$ cat config.mk
export PLATFORM = sky130hd
export DESIGN_NAME = generador_onda
export DESIGN_NICKNAME = d
export VERILOG_FILES = /design/src/rtl/generador_pkg.sv /design/src/rtl/generador_onda_registro_config.sv /design/src/rtl/generador_onda.sv
export SDC_FILE = /design/constraint.sdc
export NUM_CORES = 1
export LEC_CHECK = 0
export CORE_MARGIN = 2
export CORE_UTILIZATION = 25
export CTS_CLUSTER_SIZE = 8
export DETAILED_ROUTE_END_ITERATION = 16
export PLACE_DENSITY = 0.48
export SETUP_SLACK_MARGIN = 0.5
export SLEW_MARGIN = 0
export SYNTH_ARGS = -nofsm -noshare
export SYNTH_HDL_FRONTEND = slang
export SYNTH_HIERARCHICAL = 1
export SYNTH_SLANG_ARGS = --single-unit
$ cat constraint.sdc
create_clock -name clock_FPGA -period 7.4 [get_ports clock_FPGA]
set_input_delay 1.48 -clock clock_FPGA [delete_from_list [all_inputs] [get_ports clock_FPGA]]
set_output_delay 1.48 -clock clock_FPGA [all_outputs]
set_load 0.02 [all_outputs]
$ cat src/rtl/generador_pkg.sv
// Shared types, default constants and load-validity check for the square-wave generator.
package generador_pkg;

  typedef enum logic [1:0] {
    REPOSO = 2'd0,
    ALTO   = 2'd1,
    BAJO   = 2'd2
  } estado_t;

  localparam int unsigned DEF_ANCHO   = 32;
  localparam int unsigned DEF_PERIODO = 100;
  localparam int unsigned DEF_ALTO    = 50;

  // Fields are zero-extended to this width before checking, so any counter width up to 64 works.
  localparam int unsigned ANCHO_MAX = 64;
  typedef logic [ANCHO_MAX-1:0] valor_t;

  function automatic logic config_valida(input valor_t p, input valor_t a);
    return (p >= valor_t'(2)) && (a != '0) && (a < p);
  endfunction

endpackage

$ cat src/rtl/generador_onda_registro_config.sv
// Active/shadow period and high-time registers with validation, pendiente and error_config.
module registro_config
  import generador_pkg::*;
#(
  parameter int unsigned ANCHO_CONTADOR  = DEF_ANCHO,
  parameter int unsigned PERIODO_DEFECTO = DEF_PERIODO,
  parameter int unsigned ALTO_DEFECTO    = DEF_ALTO
) (
  input  logic                      clock_FPGA,
  input  logic                      reset_n,
  input  logic                      cargar,
  input  logic [ANCHO_CONTADOR-1:0] periodo_in,
  input  logic [ANCHO_CONTADOR-1:0] alto_in,
  input  logic                      frontera,
  input  logic                      en_reposo,
  output logic [ANCHO_CONTADOR-1:0] periodo_act,
  output logic [ANCHO_CONTADOR-1:0] alto_act,
  output logic                      pendiente,
  output logic                      error_config
);

  logic [ANCHO_CONTADOR-1:0] periodo_sombra;
  logic [ANCHO_CONTADOR-1:0] alto_sombra;
  logic                      valida;

  always_comb begin
    valida = config_valida(valor_t'(periodo_in), valor_t'(alto_in));
  end

  always_ff @(posedge clock_FPGA) begin
    if (!reset_n) begin
      periodo_act    <= ANCHO_CONTADOR'(PERIODO_DEFECTO);
      alto_act       <= ANCHO_CONTADOR'(ALTO_DEFECTO);
      periodo_sombra <= '0;
      alto_sombra    <= '0;
      pendiente      <= 1'b0;
      error_config   <= 1'b0;
    end else begin
      if (cargar) begin
        error_config <= !valida;
      end
      // A load coinciding with the boundary (or while idle) skips the shadow entirely.
      if (cargar && valida && (en_reposo || frontera)) begin
        periodo_act <= periodo_in;
        alto_act    <= alto_in;
        pendiente   <= 1'b0;
      end else if (cargar && valida) begin
        periodo_sombra <= periodo_in;
        alto_sombra    <= alto_in;
        pendiente      <= 1'b1;
      end else if (frontera && pendiente) begin
        periodo_act <= periodo_sombra;
        alto_act    <= alto_sombra;
        pendiente   <= 1'b0;
      end
    end
  end

endmodule

$ cat src/rtl/generador_onda.sv
// Programmable glitch-free square-wave source; GEN_CONTADOR_PERIODOS_EN adds a 16-bit period counter output.
module generador_onda
  import generador_pkg::*;
#(
  parameter int unsigned ANCHO_CONTADOR  = DEF_ANCHO,
  parameter int unsigned PERIODO_DEFECTO = DEF_PERIODO,
  parameter int unsigned ALTO_DEFECTO    = DEF_ALTO
) (
  input  logic                      clock_FPGA,
  input  logic                      reset_n,
  input  logic                      habilitar,
  input  logic                      cargar,
  input  logic [ANCHO_CONTADOR-1:0] periodo_in,
  input  logic [ANCHO_CONTADOR-1:0] alto_in,
  output logic                      senial_generada,
  output logic                      fin_periodo,
  output logic                      pendiente,
  output logic                      error_config
`ifdef GEN_CONTADOR_PERIODOS_EN
  ,
  output logic [15:0]               cantidad_periodos
`endif
);

  estado_t                   estado, estado_sig;
  logic [ANCHO_CONTADOR-1:0] contador, contador_sig;
  logic [ANCHO_CONTADOR-1:0] periodo_act, alto_act;
  logic                      senial_sig;
  logic                      en_reposo;

  registro_config #(
    .ANCHO_CONTADOR (ANCHO_CONTADOR),
    .PERIODO_DEFECTO(PERIODO_DEFECTO),
    .ALTO_DEFECTO   (ALTO_DEFECTO)
  ) u_registro_config (
    .clock_FPGA  (clock_FPGA),
    .reset_n     (reset_n),
    .cargar      (cargar),
    .periodo_in  (periodo_in),
    .alto_in     (alto_in),
    .frontera    (fin_periodo),
    .en_reposo   (en_reposo),
    .periodo_act (periodo_act),
    .alto_act    (alto_act),
    .pendiente   (pendiente),
    .error_config(error_config)
  );

  always_ff @(posedge clock_FPGA) begin
    if (!reset_n) begin
      estado          <= REPOSO;
      contador        <= '0;
      senial_generada <= 1'b0;
    end else begin
      estado          <= estado_sig;
      contador        <= contador_sig;
      senial_generada <= senial_sig;
    end
  end

  always_comb begin
    estado_sig   = estado;
    contador_sig = contador;
    case (estado)
      REPOSO: begin
        contador_sig = '0;
        if (habilitar) estado_sig = ALTO;
      end
      ALTO: begin
        contador_sig = contador + ANCHO_CONTADOR'(1);
        if (contador == alto_act - ANCHO_CONTADOR'(1)) estado_sig = BAJO;
      end
      BAJO: begin
        if (contador == periodo_act - ANCHO_CONTADOR'(1)) begin
          contador_sig = '0;
          estado_sig   = habilitar ? ALTO : REPOSO;
        end else begin
          contador_sig = contador + ANCHO_CONTADOR'(1);
        end
      end
      default: begin
        contador_sig = '0;
        estado_sig   = REPOSO;
      end
    endcase
  end

  // The wave is registered from the next state so it toggles only on the clock edge.
  always_comb begin
    en_reposo   = (estado == REPOSO);
    fin_periodo = (estado == BAJO) && (contador == periodo_act - ANCHO_CONTADOR'(1));
    senial_sig  = (estado_sig == ALTO);
  end

`ifdef GEN_CONTADOR_PERIODOS_EN
  always_ff @(posedge clock_FPGA) begin
    if (!reset_n) begin
      cantidad_periodos <= '0;
    end else if (fin_periodo) begin
      cantidad_periodos <= cantidad_periodos + 16'd1;
    end
  end
`endif

endmodule

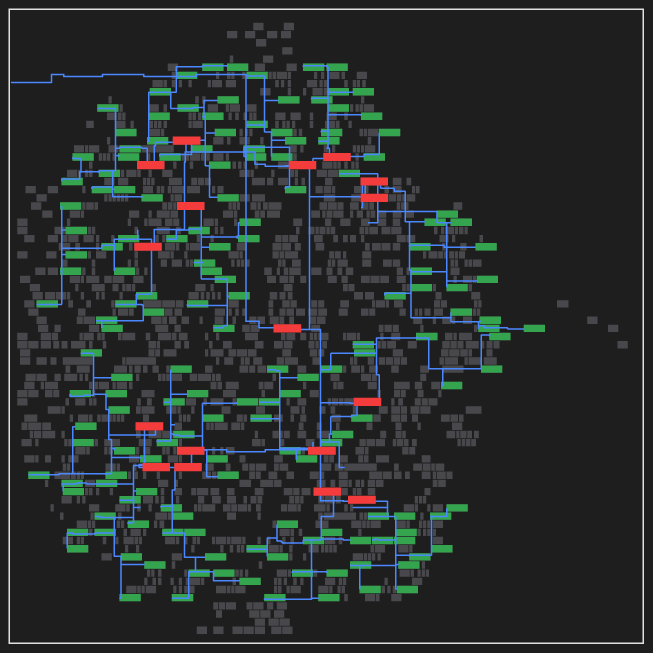
(images/clock_wires.png)
Drawn at 3 px/µm.
[red] clock-net drivers | count: 17
[blue] clock wires | length: 2450 µm
[green] flip-flops | count: 165
routed clock nets: 18

==> run summary <==
Summary of implementation figures.

Run status
The run finished with clean final reports.

Global route
The number of global-route vias before repair came to 9198. The first global-routing pass estimated 54500 µm of wire. The total global-route track usage is 16.0%. Routing resource usage on met1 recorded by global route was 21.1%.

Layout
Among all cell classes, the greatest summed area belongs to multi-input combinational cells. Among logic cells in the layout, the one with the most instances is sky130_fd_sc_hd__nand2_1. The count of clock buffers in the final design is 20. Clock cells make up 4.78% of the layout cell area.

STA
The tightest hold path in the finished design has a slack of 0.460 ns. Pins over their slew limit in the final report were tallied at 0. For reference, the final report shows the hold violation count at 0.

Setup path
The worst setup path endpoint is fin_periodo. The kind of start point of the critical path is a register. In this design, the largest share of critical-path delay is due to simple AND/OR/NAND/NOR gates.

Logic synthesis
The most common cell in the synthesized netlist is sky130_fd_sc_hd__nand2_1. The share of cell area taken by muxes after synthesis is 12.7%.

Routing
The wire length on met1 is 16300 µm.

Power
The total sequential power is 0.996 mW. The switching part of the total is 29.8%. The share of total power in sequential cells is 42.4%.

Floorplan
The total number of placement rows is 75. The vertical die size is 211 µm.

Clock network
TritonCTS built the clock tree.

Hold path
The endpoint of the worst hold-timing path is u_registro_config/alto_sombra[19].
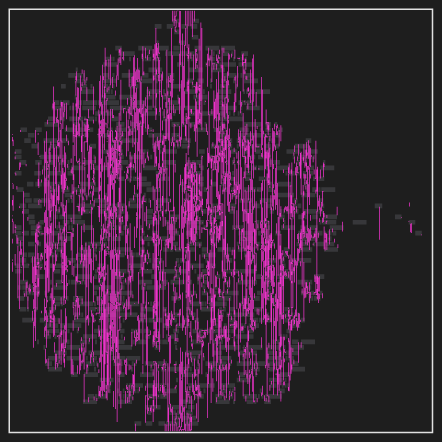
(images/m2.png)
Drawn at 2 px/µm.
share of all routed wire: 46%
nets with wire on the layer: 1187
wire length on this layer: 16300 µm
longest straight run: 77.9 µm

Power and IR drop assume default switching activity.
